## src/rtl/keypad_code_sender.sv

```systemverilog
// Keypad front-end for the password lock: assembles a BCD code from key strobes,
// offers it over valid/ready and reports the lock's verdict as single-cycle pulses.
module keypad_code_sender #(
  parameter int NUM_DIGITS     = 4,
  parameter int TIMEOUT_CYCLES = 1000,
  localparam int CODE_W        = 4 * NUM_DIGITS,
  localparam int CNT_W         = $clog2(NUM_DIGITS + 1)
) (
  input  logic              clk,
  input  logic              reset,
  input  logic              key_valid,
  input  logic [3:0]        key_code,
  output logic [CODE_W-1:0] code_out,
  output logic              code_valid,
  input  logic              code_ready,
  input  logic              result_valid,
  input  logic              result_access,
  output logic              busy,
  output logic [CNT_W-1:0]  digit_count,
  output logic              granted,
  output logic              denied,
  output logic              entry_error,
  output logic              timeout,
  output logic [1:0]        fsm_state
);

  localparam int TIMER_W = $clog2(TIMEOUT_CYCLES);

  localparam logic [3:0] KEY_CLEAR = 4'hA;
  localparam logic [3:0] KEY_BACK  = 4'hB;
  localparam logic [3:0] KEY_ENTER = 4'hE;

  typedef enum logic [1:0] {
    S_IDLE  = 2'd0,
    S_ENTRY = 2'd1,
    S_SEND  = 2'd2,
    S_WAIT  = 2'd3
  } state_t;

  state_t               state, state_n;
  logic [TIMER_W-1:0]   timer, timer_n;
  logic [CODE_W-1:0]    code_n;
  logic [CNT_W-1:0]     count_n;
  logic                 code_valid_n, busy_n;
  logic                 granted_n, denied_n, entry_error_n, timeout_n;
  logic                 is_digit, recognised, full, expired;

  assign fsm_state = state;

  // Handshake: code is transferred on the cycle where code_valid && code_ready;
  // code_valid and code_out stay put until then.
  always_comb begin
    is_digit   = (key_code <= 4'd9);
    recognised = key_valid && (is_digit || key_code == KEY_CLEAR ||
                               key_code == KEY_BACK || key_code == KEY_ENTER);
    full       = (digit_count == CNT_W'(NUM_DIGITS));
    expired    = (timer == TIMER_W'(TIMEOUT_CYCLES - 1));
  end

  always_comb begin
    state_n       = state;
    timer_n       = timer;
    code_n        = code_out;
    count_n       = digit_count;
    code_valid_n  = code_valid;
    granted_n     = 1'b0;
    denied_n      = 1'b0;
    entry_error_n = 1'b0;
    timeout_n     = 1'b0;

    unique case (state)
      S_IDLE, S_ENTRY: begin
        if (recognised) begin
          timer_n = '0;
          if (is_digit) begin
            if (full) begin
              entry_error_n = 1'b1;
            end else begin
              code_n  = {code_out[CODE_W-5:0], key_code};
              count_n = digit_count + CNT_W'(1);
              state_n = S_ENTRY;
            end
          end else if (key_code == KEY_CLEAR) begin
            code_n  = '0;
            count_n = '0;
            state_n = S_IDLE;
          end else if (key_code == KEY_BACK) begin
            if (digit_count != '0) begin
              code_n  = code_out >> 4;
              count_n = digit_count - CNT_W'(1);
              if (digit_count == CNT_W'(1)) state_n = S_IDLE;
            end
          end else begin
            if (full) begin
              state_n      = S_SEND;
              code_valid_n = 1'b1;
            end else begin
              entry_error_n = 1'b1;
              code_n        = '0;
              count_n       = '0;
              state_n       = S_IDLE;
            end
          end
        end else if (state == S_ENTRY) begin
          // Unrecognised codes fall through here, so they never restart the timer.
          if (expired) begin
            timeout_n = 1'b1;
            code_n    = '0;
            count_n   = '0;
            timer_n   = '0;
            state_n   = S_IDLE;
          end else begin
            timer_n = timer + TIMER_W'(1);
          end
        end
      end
      S_SEND: begin
        if (code_ready) begin
          code_valid_n = 1'b0;
          timer_n      = '0;
          state_n      = S_WAIT;
        end
      end
      S_WAIT: begin
        if (result_valid) begin
          granted_n = result_access;
          denied_n  = !result_access;
          code_n    = '0;
          count_n   = '0;
          timer_n   = '0;
          state_n   = S_IDLE;
        end else if (expired) begin
          timeout_n = 1'b1;
          code_n    = '0;
          count_n   = '0;
          timer_n   = '0;
          state_n   = S_IDLE;
        end else begin
          timer_n = timer + TIMER_W'(1);
        end
      end
      default: state_n = S_IDLE;
    endcase

    busy_n = (state_n == S_SEND) || (state_n == S_WAIT);
  end

  always_ff @(posedge clk or posedge reset) begin
    if (reset) begin
      state       <= S_IDLE;
      timer       <= '0;
      code_out    <= '0;
      digit_count <= '0;
      code_valid  <= 1'b0;
      busy        <= 1'b0;
      granted     <= 1'b0;
      denied      <= 1'b0;
      entry_error <= 1'b0;
      timeout     <= 1'b0;
    end else begin
      state       <= state_n;
      timer       <= timer_n;
      code_out    <= code_n;
      digit_count <= count_n;
      code_valid  <= code_valid_n;
      busy        <= busy_n;
      granted     <= granted_n;
      denied      <= denied_n;
      entry_error <= entry_error_n;
      timeout     <= timeout_n;
    end
  end

endmodule

```

## config.mk

```make
export PLATFORM = sky130hd
export DESIGN_NAME = keypad_code_sender
export DESIGN_NICKNAME = d
export VERILOG_FILES = /design/src/rtl/keypad_code_sender.sv
export SDC_FILE = /design/constraint.sdc
export NUM_CORES = 1
export LEC_CHECK = 0
export CAP_MARGIN = 40
export CORE_MARGIN = 5
export CORE_UTILIZATION = 51
export CTS_CLUSTER_DIAMETER = 100
export CTS_CLUSTER_SIZE = 12
export DETAILED_ROUTE_END_ITERATION = 6
export GPL_ROUTABILITY_DRIVEN = 0
export GPL_TIMING_DRIVEN = 0
export PLACE_DENSITY = 0.79
export SYNTH_ARGS = -nofsm -noshare
export SYNTH_HDL_FRONTEND = slang
export SYNTH_SLANG_ARGS = --single-unit
```

## constraint.sdc

```tcl
create_clock -name clk -period 2.3 [get_ports clk]
set_clock_uncertainty 0.15 [all_clocks]
set_input_delay 0.46 -clock clk [delete_from_list [all_inputs] [get_ports clk]]
set_output_delay 0.46 -clock clk [all_outputs]
set_load 0.02 [all_outputs]
```

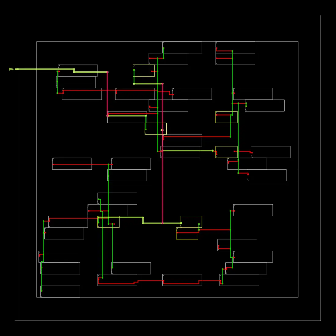
*Clock routing, run 1*
Power Clock: 487 uW
total number of clock tree sinks: 36
clock buffer count in the final layout: 7
total CTS buffers: 5

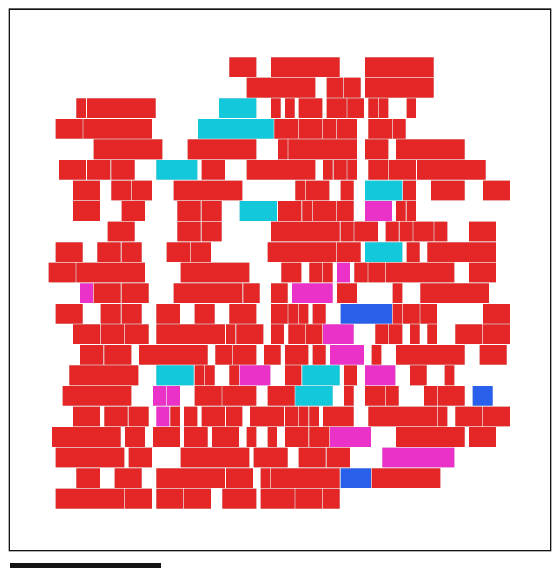
*Cell sizes after repair, run 1*
Scale bar: 20 um.
- cyan: drive 6 and up (cells 9; share 3.9%; most used clkbuf_8)
- red: drive 1 or less (cells 205; share 89%; most used dfrtp_1)
- magenta: drive 2 (cells 13; share 5.7%; most used buf_2)
- blue: drive 3 to 4 (cells 3; share 1.3%)

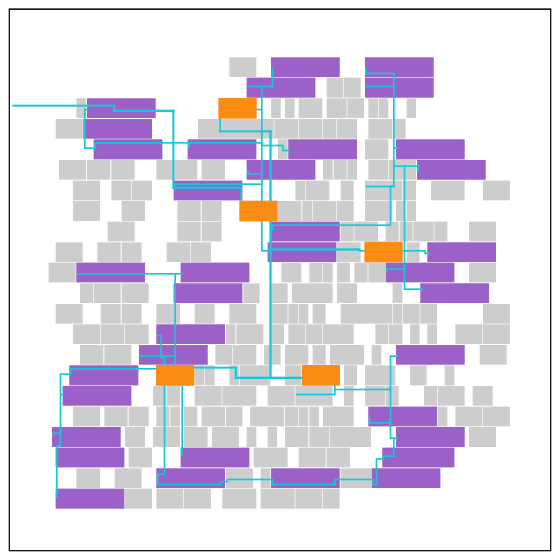
*Routed clock nets over the placement, run 1*
- cyan: clock wires (length 452 um)
- orange: cells driving clock nets (count 5)
- purple: flip-flops (count 36)
- flops lie: all over the die

==> flow_summary.ini, run 1 <==
; yosys + openroad results
[detailed_routing]
postRouteWirelength_um = 4690
routed_via_density = 5.94
route.vias.total = 1652
drt_first_iter_violations = 174

[power_and_ir_drop]
clockPowerShare_pct = 16.5
power_top_consumer = combinational cells
p_comb_share_pct = 48.4
p_per_area_nw_per_um2 = 1190
net_switching_power_uw = 1190
internal_power_uw = 1770
leakage_power_uw = 0.00102
vdd_drop_max_mv = 0.757
power.sequential.total_uw = 1040
p_comb_uw = 1430
sequentialPowerShare_pct = 35.1
p_sw_share_pct = 40.1
power_uw = 2960

[synthesis]
synthXorXnorAreaFrac_pct = 3.63
yosys.stat.chipArea_um2 = 1930
synth_area_leader_cell = sky130_fd_sc_hd__dfrtp_1
netlist_top_cells_count = sky130_fd_sc_hd__dfrtp_1 (36), sky130_fd_sc_hd__nor2_1 (15), sky130_fd_sc_hd__a22oi_1 (12), sky130_fd_sc_hd__nand2_1 (12), sky130_fd_sc_hd__o2bb2ai_1 (12)
netlist.area_leader.share_pct = 46.7
netlist_area_um2 = 1930
synth.ff_latch_count = 36
seq_area_frac_synth_pct = 46.7
ys.flop_type = sky130_fd_sc_hd__dfrtp_1
syn_nets = 202
synthArstFlopShare_pct = 100
top_cell = sky130_fd_sc_hd__dfrtp_1
synth.cellmix.adderShare_pct = 3.24
yosys_cells = 187
mux_area_share_pct = 0.519
synth.cellmix.simpleShare_pct = 14.8
netlist-cell-type-count = 46
synthAoiAreaFrac_pct = 27.4
synthesis.yosys.warnings = 0
number_of_enable_type_register_cells_in_the_synthesized_netlist = 0
synth_cells = 187

[clock_network]
cts_resized = 3
cts_max_level = 2
post-cts-setup-buffers = 0
cts_hold_repair.buffers = 0

[cells_and_area]
layout_top_cells_excl_fill_tap = sky130_fd_sc_hd__dfrtp_1 (35), sky130_fd_sc_hd__clkdlybuf4s50_1 (33), sky130_fd_sc_hd__nor2_1 (15)
antenna_cells = 0
finalNetCount = 245
fraction_of_layout_instances_using_a_drive_strength_above_1_pct = 10.9
layout.core_utilization_pct = 68.0
largest_register_ffs = 16
layout_top_registers = code_out x16, timer x10, digit_count x3

[setup_path]
path_cells = clkdlybuf4s50_1, nand2b_1, a221oi_2, a22oi_2, o21bai_4, buf_8, o2bb2ai_1
critical_path.max_stage_delay_ns = 0.53
worst_r2r_path_depth = 8
worstSetupPathType = primary input to flip-flop
worstPathRequired_ns = 2.31
r2r-end = code_out[5]
crit_buf_inv = 2
endpoint = code_out[5]
critical_path.slowest_cell = sky130_fd_sc_hd__clkdlybuf4s50_1
crit_start = key_code[0]
critical_path.top_delay_family = AND-OR/OR-AND gates

[grt]
grt_first_pass_wirelength_um = 7790
grt_antenna_before_repair = 0
track_usage_pct = 19.2
first_global_vias = 1654
maximum_number_of_pins_on_one_net_before_global_route_repair = 20

[die]
dieWidth_um = 71.5
chip_area_um2 = 5110
num_io_pins = 37

[sta]
hold_violations = 0
fin_tns_setup_ns = 0
slew_violations = 0
max_clock_freq_ghz = 0.446
hold_ws_ns = 0.378
setup_repair_after_global_routing_missed_its_margin = no
finalWorstPathRequiredPeriod_ns = 2.24

[run]
log.warning_count = 29

[placed_design]
detailedPlacementHpwl_um = 3250
dp.cells = 270

[run_status]
outcome = finished clean
[run 1: layout make-up]
class                           instances  area, um2
Buffer                                 10       58.8
Inverter                                4       15.0
Clock buffer                            7       96.3
Multi-Input combinational cell        138        988
Timing Repair Buffer                   35        370
Sequential cell                        36        902
Fill cell                             291       1170
Tap cell                               48       60.1
[run 1: metal layers]
layer,track usage (%),part of all wire (%),vias to the layer above
met5,0,0,-
met4,6.26,1.2,0
met3,6.17,6.3,8
met2,30.8,47,53
met1,24.5,45,795
li1,-,-,796
[run 1: metrics by stage]
step	setup slack [ns]	instance area, um2
after global routing	0.00225	2490
final	0.0573	2490
after detailed placement	-0.394	2360
after CTS	0.0154	2460
after global placement	-0.377	2330
after floorplan	0.186	1930
==> inputs of run 2 (changes only) <==
--- a/config.mk
+++ b/config.mk
@@ -6,7 +6,7 @@
 export NUM_CORES = 1
 export LEC_CHECK = 0
 export CAP_MARGIN = 40
-export CORE_MARGIN = 5
+export CORE_MARGIN = 2
 export CORE_UTILIZATION = 51
 export CTS_CLUSTER_DIAMETER = 100
 export CTS_CLUSTER_SIZE = 12
@@ -14,6 +14,7 @@
 export GPL_ROUTABILITY_DRIVEN = 0
 export GPL_TIMING_DRIVEN = 0
 export PLACE_DENSITY = 0.79
+export SLEW_MARGIN = 20
 export SYNTH_ARGS = -nofsm -noshare
 export SYNTH_HDL_FRONTEND = slang
 export SYNTH_SLANG_ARGS = --single-unit
==> run 2 against run 1 <==
Non-clock buffer count is 1 lower. Register-to-register slack worse by 0.08 ns. Clock power is 11% lower. Sequential share of layout area is 0.88 points higher. Global-route usage is 4.9 points higher. Die area is 16% lower. Critical path depth stayed put. Total power is 2.4% lower. Final area is 2.4% lower. Largest power group unchanged.
==> flow_summary.ini, run 2 <==
; yosys + openroad results
[run_status]
outcome = finished clean

[cells_and_area]
multiInputGateArea_um2 = 973
layout_top_registers = code_out x16, timer x10, digit_count x3
largest_register_ffs = 16
buffers = 44
layout.core_utilization_pct = 66.4
layout_top_cells_excl_fill_tap = sky130_fd_sc_hd__dfrtp_1 (35), sky130_fd_sc_hd__clkdlybuf4s50_1 (32), sky130_fd_sc_hd__nor2_1 (15)
seqCellArea_um2 = 902
logic_gates = 137
largest_class = combinational gates
multi_input_logic_portion_of_the_cell_area_pct = 40.0
fraction_of_layout_instances_using_a_drive_strength_above_1_pct = 10.1
layout.cell_area.non_filler_um2 = 2430
finalNetCount = 243
flip_flop_and_latch_share_of_the_layout_cell_area_pct = 37.1
antenna_cells = 0
final-nonclk-buf-share_pct = 16.6
layout.clock.cell_area_share_pct = 3.19

[synthesis]
yosys.stat.chipArea_um2 = 1930
synth.cellmix.adderShare_pct = 3.24
seq_area_frac_synth_pct = 46.7
synthArstFlopShare_pct = 100
syn_nets = 202
synthesis.yosys.warnings = 0
top_cell = sky130_fd_sc_hd__dfrtp_1
netlist-cell-type-count = 46
netlist_top_cells_count = sky130_fd_sc_hd__dfrtp_1 (36), sky130_fd_sc_hd__nor2_1 (15), sky130_fd_sc_hd__a22oi_1 (12), sky130_fd_sc_hd__nand2_1 (12), sky130_fd_sc_hd__o2bb2ai_1 (12)
netlist_area_um2 = 1930
mux_area_share_pct = 0.519
synthXorXnorAreaFrac_pct = 3.63
yosys_cells = 187
synthAoiAreaFrac_pct = 27.4
synth_cells = 187
synth.cellmix.simpleShare_pct = 14.8
netlist.area_leader.share_pct = 46.7

[setup_path]
worstPathRequired_ns = 2.33
worstSetupPathType = primary input to flip-flop
path_cells = clkdlybuf4s50_1, and2_1, a221oi_1, a22oi_2, o21bai_4, buf_8, o2bb2ai_1
crit_start = key_code[2]
endpoint = code_out[5]
critical_path.max_stage_delay_ns = 0.52
critical_path.top_delay_family = AND-OR/OR-AND gates
critical_path.slowest_cell = sky130_fd_sc_hd__clkdlybuf4s50_1
worst_r2r_path_depth = 8
r2r-end = code_out[5]

[sta]
max_clock_freq_ghz = 0.453
slew_violations = 0
setup_repair_after_global_routing_missed_its_margin = no
fin_tns_setup_ns = 0
finalWorstPathRequiredPeriod_ns = 2.21
hold_ws_ns = 0.377
setup_ws_ns = 0.0903

[power_and_ir_drop]
p_comb_share_pct = 48.8
p_sw_share_pct = 41.3
leakage_power_uw = 0.00100
clockPowerShare_pct = 15.0
p_per_area_nw_per_um2 = 1190
sequentialPowerShare_pct = 36.1

[clock_network]
post-cts-setup-buffers = 0
cts_max_level = 2
numCtsBuffers = 5
clkSinkCount = 36

[placed_design]
detailedPlacementHpwl_um = 3160
detailedPlace.worstSlack_ns = -0.468
dp.cells = 269
placement.cell_area_um2 = 2330

[detailed_routing]
route.vias.total = 1658
postRouteWirelength_um = 4690
drt_first_iter_violations = 134

[grt]
first_global_vias = 1629
grt_antenna_before_repair = 0
grt_first_pass_wirelength_um = 7780
track_usage_pct = 24.0
maximum_number_of_pins_on_one_net_before_global_route_repair = 37

[die]
well_tap_count = 48
dieWidth_um = 65.5
chip_area_um2 = 4290

[run]
log.warning_count = 29
-- run 2: cells by family after synthesis --
kind of cell | count (synthesis)
flops | 36
compound gates | 67
xor+xnor | 8
fa+ha+maj | 5
mux | 1
buf+inv | 14
simple gates | 56
-- run 2: metal layers --
layer | track usage (%) | wire (um)
met5 | 0 | 0
met4 | 10.7 | 70
met3 | 6.16 | 306
met2 | 37.9 | 2310
met1 | 31.2 | 2010
-- run 2: power groups by stage --
stage / Clock, uW / Sequential [uW] / Combinational [uW]
after global placement: 0 / 1030 / 1360
after CTS: 441 / 1040 / 1410
after floorplan: 0 / 1220 / 632
after detailed placement: 0 / 1040 / 1390
after global routing: 465 / 1080 / 1520
final: 434 / 1040 / 1410
-- run 2: what timing repair did --
action | CTS | global route
pin swaps | 0 | 0
gates resized | 2 | 10
endpoints found under the setup margin | 5 | 17
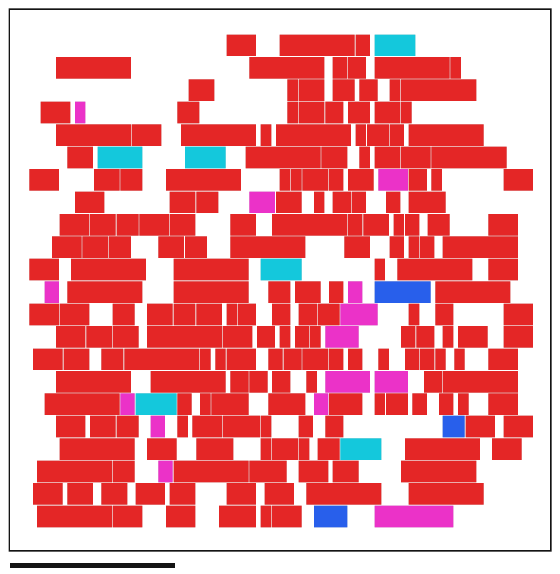
*Cell sizes after repair, run 2*
Scale bar: 20 um.
- blue: drive 3 to 4 (cells 3; share 1.3%)
- magenta: drive 2 (cells 14; share 6.1%; most used buf_2)
- red: drive 1 or less (cells 205; share 90%; most used dfrtp_1)
- cyan: drive 6 and up (cells 6; share 2.6%; most used clkbuf_8)

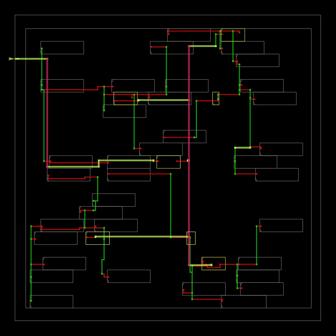
*Clock routing, run 2*
flip-flops: 36
latest clock arrival within the worst-skew pair: 0.30 ns
Power Clock: 434 uW
clock buffer count in the final layout: 6

==> inputs of run 3 (changes only) <==
--- a/config.mk
+++ b/config.mk
@@ -7,13 +7,12 @@
 export LEC_CHECK = 0
 export CAP_MARGIN = 40
 export CORE_MARGIN = 2
-export CORE_UTILIZATION = 51
+export CORE_UTILIZATION = 40
 export CTS_CLUSTER_DIAMETER = 100
 export CTS_CLUSTER_SIZE = 12
 export DETAILED_ROUTE_END_ITERATION = 6
 export GPL_ROUTABILITY_DRIVEN = 0
 export GPL_TIMING_DRIVEN = 0
-export PLACE_DENSITY = 0.79
 export SLEW_MARGIN = 20
 export SYNTH_ARGS = -nofsm -noshare
 export SYNTH_HDL_FRONTEND = slang
==> run 3 against run 2 <==
Core utilization down 12 points. Count of clock-buffer cells in the layout shrank 1. Die area increased by 26%. Critical endpoint is now code_out[13].
==> flow_summary.ini, run 3 <==
; yosys + openroad results
[die]
well_tap_count = 54
core_region_area_um2 = 4690
num_io_pins = 37
dieWidth_um = 73.4
chip_area_um2 = 5390
rows = 25
floorplan.die.height_um = 73.4
floorplanUtilization_pct = 41.1

[grt]
grt_first_pass_wirelength_um = 8090
first_global_vias = 1680
maximum_number_of_pins_on_one_net_before_global_route_repair = 37
grt_antenna_before_repair = 0
track_usage_pct = 19.4
total_grt_overflow = 0

[placed_design]
detailedPlace.worstSlack_ns = -0.428
placement.cell_area_um2 = 2340
dp.cells = 275
detailedPlacementHpwl_um = 3360
io_buffer_count = 34

[setup_path]
cp.arrival_ns = 2.28
worstPathRequired_ns = 2.34
critical_path.max_stage_delay_ns = 0.52
path_cells = clkdlybuf4s50_1, and2_1, a221oi_2, a22oi_2, o21bai_2, a22o_1
endpoint_kind = flip-flop
critical_path.max_fanout = 7
crit_buf_inv = 1
critical_path.top_delay_family = AND-OR/OR-AND gates
critical_path.slowest_cell = sky130_fd_sc_hd__clkdlybuf4s50_1
worstSetupPathType = primary input to flip-flop

[detailed_routing]
m1WireLength_um = 2370
met2WireLength_um = 2440
detail_route.first_pass.iterations = 4
wl_met3_um = 241
drt_first_iter_violations = 95
postRouteWirelength_um = 5120
drc_errors = 0
route.vias.total = 1717
wl_per_cell_um = 17.6
topRoutingLayerUsed = met4
routed_via_density = 5.92

[run_status]
outcome = finished clean

[power_and_ir_drop]
p_comb_share_pct = 50.9
pwr.group.clock_uw = 463
power_uw = 3060
net_switching_power_uw = 1270
leakage_power_uw = 0.00105
internal_power_uw = 1790
p_sw_share_pct = 41.4
p_comb_uw = 1560
power_top_consumer = combinational cells
power.sequential.total_uw = 1040
p_per_area_nw_per_um2 = 1200
clockPowerShare_pct = 15.1
sequentialPowerShare_pct = 34.0
vdd_drop_max_mv = 0.689

[synthesis]
netlist_top_cells_count = sky130_fd_sc_hd__dfrtp_1 (36), sky130_fd_sc_hd__nor2_1 (15), sky130_fd_sc_hd__a22oi_1 (12), sky130_fd_sc_hd__nand2_1 (12), sky130_fd_sc_hd__o2bb2ai_1 (12)
synth.cellmix.simpleShare_pct = 14.8
synthAoiAreaFrac_pct = 27.4
synth.ff_latch_count = 36
synthArstFlopShare_pct = 100
mux_area_share_pct = 0.519
seq_area_frac_synth_pct = 46.7
netlist_area_um2 = 1930
yosys_cells = 187
synth_cells = 187
netlist-cell-type-count = 46
netlist.area_leader.share_pct = 46.7
synth_area_leader_cell = sky130_fd_sc_hd__dfrtp_1
synthTopCellsByArea = sky130_fd_sc_hd__dfrtp_1 (47%), sky130_fd_sc_hd__o2bb2ai_1 (5.5%), sky130_fd_sc_hd__a22oi_1 (4.7%)
syn_nets = 202
yosys.stat.chipArea_um2 = 1930
ys.flop_type = sky130_fd_sc_hd__dfrtp_1
synthesis.yosys.warnings = 0
yosys-dominant-comb-family = AND-OR/OR-AND gates
top_cell = sky130_fd_sc_hd__dfrtp_1
synth.cellmix.adderShare_pct = 3.24
number_of_enable_type_register_cells_in_the_synthesized_netlist = 0
synthXorXnorAreaFrac_pct = 3.63

[cells_and_area]
area_delta_synth_final_pct = 32.6
logic_gates = 138
final-instance-count-excl-fill = 290
final-nonclk-buf-share_pct = 18.8
fraction_of_layout_instances_using_a_drive_strength_above_1_pct = 15.3
layout_top_cells_excl_fill_tap = sky130_fd_sc_hd__dfrtp_1 (34), sky130_fd_sc_hd__clkdlybuf4s50_1 (32), sky130_fd_sc_hd__nor2_1 (15)
multiInputGateArea_um2 = 997
layout.cells.most_common = sky130_fd_sc_hd__dfrtp_1
flip_flops = 36
layout.cell_area.non_filler_um2 = 2560
final.fill_count = 419
layout.clock_buffers = 5
multi_input_logic_portion_of_the_cell_area_pct = 39.0
seqCellArea_um2 = 903
final.signal_inverter_count = 4
registers.top_by_ff_count = code_out
finalNetCount = 250
layout.core_utilization_pct = 54.5
flip_flop_and_latch_share_of_the_layout_cell_area_pct = 35.3
buffers = 50
largest_register_ffs = 16
layout.clock.cell_area_share_pct = 3.62
largest_class = combinational gates
antenna_cells = 0
layout_top_registers = code_out x16, timer x10, digit_count x3

[clock_network]
cts_hold_repair.buffers = 0
cts_tree = built
cts_max_level = 2
reg_clk_slew_reported_paths_ns = 0.08
cts_resized = 3
ctsRootBufferMaster = sky130_fd_sc_hd__clkbuf_8
post-cts-setup-buffers = 0
clkSinkCount = 36
numCtsBuffers = 5
clk_latency_ns = 0.29
clock_path_buffers = 2

[sta]
timing.final.setup_violations = 0
max-slew-margin-rel_pct = 58.5
setup_ws_ns = 0.0612
worst-slew-pin-transition_ns = 0.619
hold_violations = 0
max_clock_freq_ghz = 0.447
slew_violations = 0
hold_ws_ns = 0.182
fin_tns_setup_ns = 0
finalWorstPathRequiredPeriod_ns = 2.24

[run]
log.warning_count = 29
timing.max_cap.violations = 0

[min_path]
holdCritPathClass = primary input to async pin
==> run 3: path summary, 6_finish.rpt <==
check	startpoint	endpoint	cells after the start
worst max-delay path	key_code[2]	code_out[13]	6
worst min-delay path	reset	code_out[13]	2
worst max register to register	digit_count[0]	code_out[13]	7
worst min register to register	timer[0]	timer[0]	1
max in group asynchronous	reset	digit_count[0]	3
min in group clk	timer[0]	timer[0]	1
==> run 3: per-layer routing <==
layer | global-route usage, % | vias up
li1 | - | 812
met5 | 0 | -
met4 | 6.06 | 0
met2 | 30.4 | 39
met1 | 26.5 | 859
met3 | 4.80 | 7
==> run 3: worst reg2reg max path, delay by kind of cell (launching register included) <==
kind	cells	cell delay, ns
compound gates	4	0.99
flops	1	0.41
fa+ha+maj	1	0.23
buf+inv	1	0.07
simple gates	1	0.24
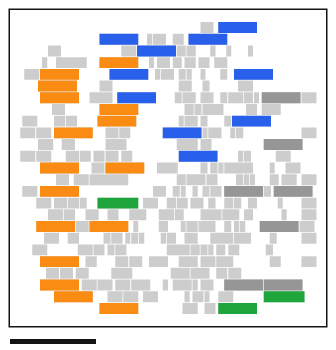
*Register map, names as in the netlist, run 3*
Scale bar: 20 um.
- blue: `timer` (sequential cells 10)
- orange: `code_out` (sequential cells 16)
- green: `digit_count` (sequential cells 3)
- not colored: 7

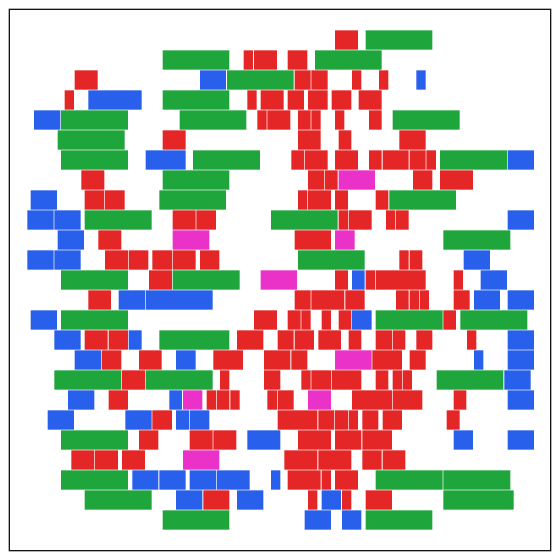
*Placement by cell class, run 3*
- green: flip-flops (cells 36; share of their area 36%)
- blue: other buffers and delay cells (cells 50; share of their area 19%)
- magenta: clock drivers and dummy loads (cells 8; share of their area 3.7%)
- red: all other logic (cells 142; share of their area 41%)

Power figures rest on the tool's default switching activity, not on a simulated workload.
